run_1/met1.png
Supply wires on this layer in gray.
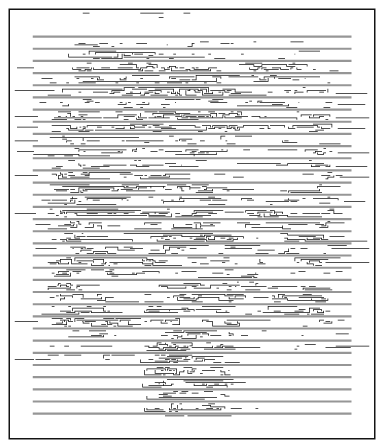
run_1/met2.png
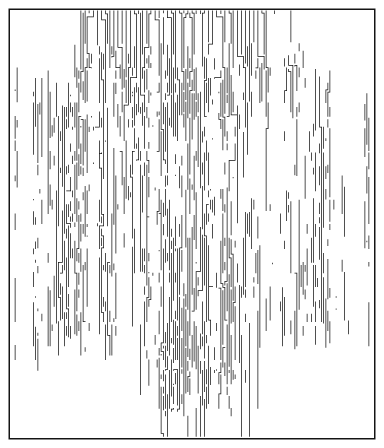
run_1/met3.png
The bar under the picture is 20 um long.
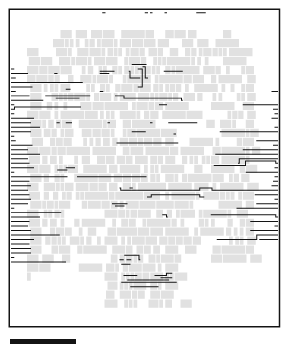
--- src/rtl/arbitro_raiz.sv ---
// arbitro_raiz: round-robin front end that shares one iterative square-root
// core among N_SOL requesters. One operation is outstanding at a time:
// grant (LIBRE) -> start pulse (LANZAR) -> wait for done (ESPERA) -> respond (ENTREGA).
// Optional feature: define ARBITRO_RAIZ_TIMEOUT_EN to abort an operation whose
// core does not finish within LIMITE ESPERA cycles (response flagged with resp_error).
module arbitro_raiz #(
  parameter int N_SOL  = 4,
  parameter int ANCHO  = 16,
  parameter int ID_W   = $clog2(N_SOL),
  parameter int LIMITE = 32
) (
  input  logic                   clk,
  input  logic                   rst,
  input  logic [N_SOL-1:0]       sol_valido,
  input  logic [N_SOL*ANCHO-1:0] sol_radicando,
  output logic [N_SOL-1:0]       sol_listo,
  output logic                   resp_valido,
  output logic [ID_W-1:0]        resp_id,
  output logic [ANCHO-1:0]       resp_raiz,
  output logic                   resp_error,
  output logic                   ocupado,
  output logic                   raiz_iniciar,
  output logic [ANCHO-1:0]       raiz_radicando,
  input  logic [ANCHO-1:0]       raiz_res_in,
  input  logic                   raiz_terminado
);

  // Reject configurations the arbiter is not built for.
  if (N_SOL < 2 || N_SOL > 8 || LIMITE < 1 || ID_W < $clog2(N_SOL)) begin : g_param_invalido
    $error("arbitro_raiz: unsupported parameter set");
  end

  typedef enum logic [1:0] {
    LIBRE   = 2'd0,
    LANZAR  = 2'd1,
    ESPERA  = 2'd2,
    ENTREGA = 2'd3
  } estado_t;

  estado_t           estado_q, estado_d;
  logic [ID_W-1:0]   ptr_q, ptr_d;
  logic [ID_W-1:0]   id_q, id_d;
  logic [ANCHO-1:0]  op_q, op_d;
  logic [ID_W-1:0]   resp_id_q, resp_id_d;
  logic [ANCHO-1:0]  resp_raiz_q, resp_raiz_d;
  logic              resp_valido_q, resp_valido_d;
  logic              iniciar_q, iniciar_d;
  logic              ocupado_q, ocupado_d;

  logic              hay_s;
  logic [ID_W-1:0]   ganador_s;
  logic [ID_W:0]     suma_s;
  logic [ID_W:0]     idx_s;
  logic [ANCHO-1:0]  op_sel_s;

`ifdef ARBITRO_RAIZ_TIMEOUT_EN
  localparam int CNT_W = $clog2(LIMITE + 1);
  logic [CNT_W-1:0]  cnt_q, cnt_d;
  logic              resp_error_q, resp_error_d;
`endif

  // Round-robin search: first valid requester after the last winner, wrapping.
  always_comb begin
    hay_s     = 1'b0;
    ganador_s = '0;
    suma_s    = '0;
    idx_s     = '0;
    for (int k = 1; k <= N_SOL; k++) begin
      suma_s    = {1'b0, ptr_q} + (ID_W+1)'(k);
      idx_s     = (suma_s >= (ID_W+1)'(N_SOL)) ? (suma_s - (ID_W+1)'(N_SOL)) : suma_s;
      ganador_s = (!hay_s && sol_valido[idx_s[ID_W-1:0]]) ? idx_s[ID_W-1:0] : ganador_s;
      hay_s     = hay_s | sol_valido[idx_s[ID_W-1:0]];
    end
  end

  // Operand of the current winner.
  always_comb begin
    op_sel_s = '0;
    for (int i = 0; i < N_SOL; i++) begin
      op_sel_s = (ganador_s == ID_W'(i)) ? sol_radicando[i*ANCHO +: ANCHO] : op_sel_s;
    end
  end

  // Accept is combinational and only offered while idle.
  always_comb begin
    sol_listo = (estado_q == LIBRE && hay_s) ? (N_SOL'(1'b1) << ganador_s) : '0;
  end

  // Next-state and registered-output logic.
  always_comb begin
    estado_d      = estado_q;
    ptr_d         = ptr_q;
    id_d          = id_q;
    op_d          = op_q;
    resp_id_d     = resp_id_q;
    resp_raiz_d   = resp_raiz_q;
    resp_valido_d = 1'b0;
    iniciar_d     = 1'b0;
`ifdef ARBITRO_RAIZ_TIMEOUT_EN
    cnt_d         = cnt_q;
    resp_error_d  = 1'b0;
`endif
    case (estado_q)
      LIBRE: begin
        if (hay_s) begin
          estado_d  = LANZAR;
          op_d      = op_sel_s;
          id_d      = ganador_s;
          ptr_d     = ganador_s;
          iniciar_d = 1'b1;
        end else begin
          estado_d  = LIBRE;
        end
      end
      LANZAR: begin
        // The done flag may still be high from the previous operation; ignore it here.
        estado_d = ESPERA;
`ifdef ARBITRO_RAIZ_TIMEOUT_EN
        cnt_d    = '0;
`endif
      end
      ESPERA: begin
        if (raiz_terminado) begin
          estado_d      = ENTREGA;
          resp_raiz_d   = raiz_res_in;
          resp_id_d     = id_q;
          resp_valido_d = 1'b1;
        end
`ifdef ARBITRO_RAIZ_TIMEOUT_EN
        else if (cnt_q == CNT_W'(LIMITE - 1)) begin
          estado_d      = ENTREGA;
          resp_raiz_d   = '0;
          resp_id_d     = id_q;
          resp_valido_d = 1'b1;
          resp_error_d  = 1'b1;
        end else begin
          estado_d      = ESPERA;
          cnt_d         = cnt_q + CNT_W'(1);
        end
`else
        else begin
          estado_d      = ESPERA;
        end
`endif
      end
      ENTREGA: begin
        estado_d = LIBRE;
      end
      default: begin
        estado_d = LIBRE;
      end
    endcase
    ocupado_d = (estado_d != LIBRE);
  end

  // State and output registers with synchronous reset.
  always_ff @(posedge clk) begin
    if (rst) begin
      estado_q      <= LIBRE;
      ptr_q         <= ID_W'(N_SOL - 1);
      id_q          <= '0;
      op_q          <= '0;
      resp_id_q     <= '0;
      resp_raiz_q   <= '0;
      resp_valido_q <= 1'b0;
      iniciar_q     <= 1'b0;
      ocupado_q     <= 1'b0;
`ifdef ARBITRO_RAIZ_TIMEOUT_EN
      cnt_q         <= '0;
      resp_error_q  <= 1'b0;
`endif
    end else begin
      estado_q      <= estado_d;
      ptr_q         <= ptr_d;
      id_q          <= id_d;
      op_q          <= op_d;
      resp_id_q     <= resp_id_d;
      resp_raiz_q   <= resp_raiz_d;
      resp_valido_q <= resp_valido_d;
      iniciar_q     <= iniciar_d;
      ocupado_q     <= ocupado_d;
`ifdef ARBITRO_RAIZ_TIMEOUT_EN
      cnt_q         <= cnt_d;
      resp_error_q  <= resp_error_d;
`endif
    end
  end

  assign resp_valido    = resp_valido_q;
  assign resp_id        = resp_id_q;
  assign resp_raiz      = resp_raiz_q;
  assign ocupado        = ocupado_q;
  assign raiz_iniciar   = iniciar_q;
  assign raiz_radicando = op_q;
`ifdef ARBITRO_RAIZ_TIMEOUT_EN
  assign resp_error     = resp_error_q;
`else
  assign resp_error     = 1'b0;
`endif

endmodule

--- config.mk ---
export PLATFORM = sky130hd
export DESIGN_NAME = arbitro_raiz
export DESIGN_NICKNAME = d
export VERILOG_FILES = /design/src/rtl/arbitro_raiz.sv
export SDC_FILE = /design/constraint.sdc
export NUM_CORES = 1
export LEC_CHECK = 0
export ABC_AREA = 1
export CORE_ASPECT_RATIO = 1.2
export CORE_MARGIN = 5
export CORE_UTILIZATION = 40
export CTS_CLUSTER_DIAMETER = 50
export DETAILED_ROUTE_END_ITERATION = 6
export PLACE_DENSITY = 0.92
export SYNTH_ARGS = -nofsm -noshare
export SYNTH_HDL_FRONTEND = slang
export SYNTH_SLANG_ARGS = --single-unit
--- constraint.sdc ---
create_clock -name clk -period 2.45 [get_ports clk]
set_input_delay 0.49 -clock clk [delete_from_list [all_inputs] [get_ports clk]]
set_output_delay 0.49 -clock clk [all_outputs]
set_load 0.1 [all_outputs]
==> Slide: Implementation Results, run 1 <==
Flow Results at a Glance

Floorplan
  • Die height: approximately 96 um
  • Tap Count: about 80
  • DIE AREA: 7790 sq um
  • Die x size: between 80 and 90 um
  • Core Area: 6010 sq um

Yosys
  • Post-synthesis average cell area: about 6.6 sq um
  • Area fraction in compound gates: 12.1%
  • Area leader share: approximately a third
  • Mapped Cells: around 370
  • Cell count in the Yosys report: roughly 370
  • Adder share: under 10%
  • Post-synth regs: between 40 and 50
  • Syn Std Cell Area: 2450 sq um
  • Post-synth area hogs: dfxtp_1, nand2_1, nor2_1
  • Mux area share: 0%
  • Post-Syn Nets: 461
  • Logic family by area: simple AND/OR/NAND/NOR gates
  • Yosys warnings: 0

Worst hold path
  • HP Class: reg2reg
  • Hold Path End: raiz_radicando[1]$_SDFFE_PP0N_
  • Hold path start: raiz_radicando[1]$_SDFFE_PP0N_

Layout
  • Layout non-clock buf frac: a little over a third
  • Flop share of the area: about a fifth
  • Layout cells sized above 1: roughly 29%
  • Nets: 607
  • Final Core Density: slightly below 70%
  • Commonest Layout Cell: clkdlybuf4s50_1
  • Comb area share: between 30% and 40%
  • N_diodes: 0
  • Clkbuf count: 8

Critical path
  • Worst r2r path cells: 14
  • Crit path DAT: 1960 ps
  • CP Capture Type: output pin
  • CP Max Fanout: 11
  • Worst R2R Setup Slack: roughly 330 ps

CTS
  • H-tree lvl count: 2
  • Num CTS Buffers: 5
  • CTS tree: yes
  • Clk ins delay skew pair: approximately 290 ps
  • Sink Count: approximately 43

Final timing
  • Setup TNS: 0 ps

Placement
  • Final HPWL DP: 6470 um
  • DP Area: between 3000 and 4000 sq um
  • GP Congestion: just under 0.9

Global routing
  • First-pass GRT wire length: 12700 um
  • GR Overflow Total: 0
  • Number of global-route vias before repair: 2889

Drt
  • Met3 WL: 772 um
  • Final ANT Viol Nets: 0

Outcome
  • Status: complete, no violations
About met1.png:
longest straight run: 29.9 um
share of all routed wire: 35%
nets with wire on the layer: 534
wire length on this layer: 3010 um
main direction: horizontal
Post-Route WL: 8530 um
met1 usage: 20.5%
via count: 2974

About met2.png:
nets with wire on the layer: 499
share of all routed wire: 52%
wire length on this layer: 4460 um
longest straight run: 43.5 um
main direction: vertical
met2 global-route usage: 39.0%

About met3.png:
wire length on this layer: 773 um
nets with wire on the layer: 103
longest straight run: 23.9 um
grt met3 use: 5.99%

run 1: registers in the layout, summed over array words and instances, names as in the netlist:
name and count:
resp_raiz 16, estado_q 2, raiz_radicando 16, ptr_q 2
id_q 2, resp_id 2, raiz_iniciar 1, ocupado 1
resp_valido 1
run 1: what timing repair did:
action | in CTS | in global routing
cloned | 0 | 1
pin swaps | 7 | 26
endpoints found under the setup margin | 4 | 4
gates resized | 11 | 48
buffers inserted | 4 | 5
hold buffers | 0 | 0
run 1: synthesized netlist by cell type:
| cell type | number |
|---|---|
| buf_4 | 3 |
| dfxtp_1 | 43 |
| buf_6 | 6 |
| buf_2 | 2 |
| o21ai_1 | 5 |
| clkbuf_1 | 8 |
| nand2_4 | 3 |
| or2_2 | 3 |
| nor2_1 | 60 |
| conb_1 | 1 |
| nand3b_1 | 1 |
| inv_1 | 22 |
| nand4_1 | 5 |
| a21boi_2 | 1 |
| buf_1 | 1 |
| nand3_1 | 33 |
| o211ai_1 | 4 |
| nand2_2 | 13 |
| clkinv_1 | 1 |
| nand2_1 | 97 |
| nand3_2 | 3 |
| a21oi_1 | 8 |
| nor2_4 | 4 |
| a21oi_2 | 4 |
| o21ai_0 | 31 |
| inv_6 | 1 |
| ha_1 | 3 |
| inv_2 | 5 |
run 1: worst max-delay path: stages (launching register included):
cell,delay [ps]
dfxtp_4,400
inv_6,70
nand2_1,120
nand2_4,80
nand2_4,90
nand2_4,60
inv_4,70
nand2_2,60
nand2_2,80
nand2_2,70
nor2_4,140
nand2_2,90
nor2_4,140
buf_12,180
run_1/met4.png
Supply wires on this layer in gray.
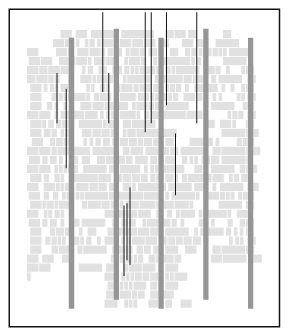

--- run 2 (diff from run 1) ---
--- a/config.mk
+++ b/config.mk
@@ -12,6 +12,7 @@
 export CTS_CLUSTER_DIAMETER = 50
 export DETAILED_ROUTE_END_ITERATION = 6
 export PLACE_DENSITY = 0.92
+export SETUP_SLACK_MARGIN = 0.2
 export SYNTH_ARGS = -nofsm -noshare
 export SYNTH_HDL_FRONTEND = slang
 export SYNTH_SLANG_ARGS = --single-unit
run_2/met4.png
Supply wires on this layer in gray.
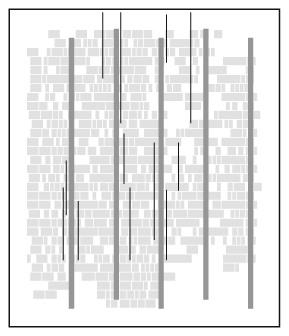
share of all routed wire: 3.2%
main direction: vertical
longest straight run: 33.3 um
via count: 2936
Post-Route WL: 8180 um

run_2/met2.png
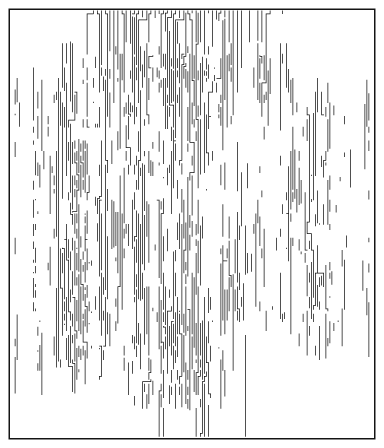
longest straight run: 63.2 um
main direction: vertical
wire length on this layer: 4210 um
nets with wire on the layer: 496
met2 global-route usage: 37.2%

==> Slide: Implementation Results, run 2 <==
Flow Results at a Glance

Outcome
  • Status: finished with violations
  • Violated checks: setup timing

Yosys
  • Area fraction in compound gates: 12.1% (unchanged)
  • Mux area share: 0% (unchanged)
  • Post-synth regs: 43 (unchanged)
  • Adder share: 1.53% (unchanged)
  • Yosys warnings: 0 (unchanged)
  • Post-synth area hogs: dfxtp_1, nand2_1, nor2_1
  • Most used flip-flop cell: dfxtp_1
  • Cell count in the Yosys report: 371 (unchanged)
  • Area leader share: 35.2% (unchanged)
  • Logic family by area: simple AND/OR/NAND/NOR gates
  • Post-synthesis average cell area: 6.60 sq um (unchanged)
  • Mapped Cells: 371 (unchanged)
  • Post-synth EDFFs: 0 (unchanged)
  • Post-Syn Nets: 461 (unchanged)
  • Most numerous cell in the Yosys netlist: nand2_1

Floorplan
  • Core Area: 6010 sq um (unchanged)
  • DIE AREA: 7790 sq um (unchanged)

Drt
  • Final ANT Viol Nets: 0 (unchanged)
  • Met3 WL: 626 um (-19%)

CTS
  • Sink Count: 43 (unchanged)
  • Clk ins delay skew pair: 300 ps (about the same)
  • H-tree lvl count: 2 (unchanged)
  • Hold-fix buffers, CTS: 0 (unchanged)
  • CTS tree: yes
  • Num CTS Buffers: 5 (unchanged)

Final timing
  • Setup WS post-layout: -17.3 ps
  • Setup violators final: 2

Critical path
  • CP Capture Type: output pin
  • Crit path DAT: 1980 ps (+20 ps)
  • CP Buf/Inv Count: 3 (unchanged)
  • Worst r2r path cells: 17 (+3)
  • Crit-path slowest cell: dfxtp_4
  • Crit-path max cell delay: 380 ps (-20 ps)
  • Stages on the worst setup path: 13 (unchanged)
  • Crit path max-delay family: simple AND/OR/NAND/NOR gates
  • CP Max Fanout: 5 (-6)
  • Worst R2R Setup Slack: 300 ps (-30 ps)

Global routing
  • GR Overflow Total: 0 (unchanged)

Worst hold path
  • HP Class: reg2reg

Layout
  • N_diodes: 0 (unchanged)
  • Layout cells sized above 1: 29.0% (+0.25 points)

Placement
  • GP Congestion: 0.853 (-4.4%)
run_2/met3.png
The bar under the picture is 20 um long.
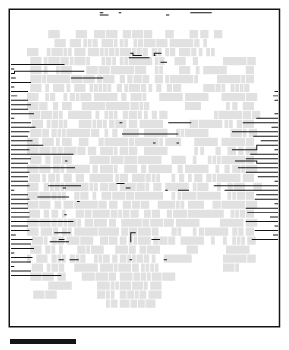
longest straight run: 20.9 um
wire length on this layer: 627 um
main direction: horizontal
share of all routed wire: 7.7%
grt met3 use: 3.65%

run 2: cell counts after synthesis:
No cell type changed its count.
run 2: area by class of cell:
| cell class | instances | area share, % |
|---|---|---|
| tap | 82 | 2.43 |
| clock inverter | 3 | 1.04 |
| timing repair buffer | 158 | 35.2 |
| sequential | 43 | 20.6 |
| inverter | 29 | 2.93 |
| multi-input combinational | 279 | 36.2 |
| clock buffer | 5 | 1.63 |
run 2: how the worst min path moves through the flow:
stage	from	endpoint	slack, ps	depth (start not counted)
floorplan	id_q[0]$_SDFFE_PP0N_	id_q[0]$_SDFFE_PP0N_	440	2
global placement	id_q[1]$_SDFFE_PP0N_	id_q[1]$_SDFFE_PP0N_	460	2
detailed placement	id_q[0]$_SDFFE_PP0N_	id_q[0]$_SDFFE_PP0N_	460	2
CTS	id_q[0]$_SDFFE_PP0N_	id_q[0]$_SDFFE_PP0N_	480	2
global route	raiz_radicando[1]$_SDFFE_PP0N_	raiz_radicando[1]$_SDFFE_PP0N_	500	2
finish	raiz_radicando[1]$_SDFFE_PP0N_	raiz_radicando[1]$_SDFFE_PP0N_	470	2
run 2: through the flow:
| step | setup TNS, ps | hold WS [ps] | cell area (sq um) |
|---|---|---|---|
| 2_1_floorplan | 0 | 442 | 2540 |
| 3_3_place_gp | -1500 | 456 | 3910 |
| 3_5_place_dp | -2520 | 465 | 3910 |
| 4_1_cts | 0 | 476 | 4130 |
| 5_1_grt | -381 | 501 | 4230 |
| 6_report | -17.6 | 472 | 4230 |
run 2: repair_timing:
action	CTS	global route
buffers inserted	5	1
pin swaps	17	16
cloned	1	0
resized	27	21
endpoints found under the setup margin	15	17
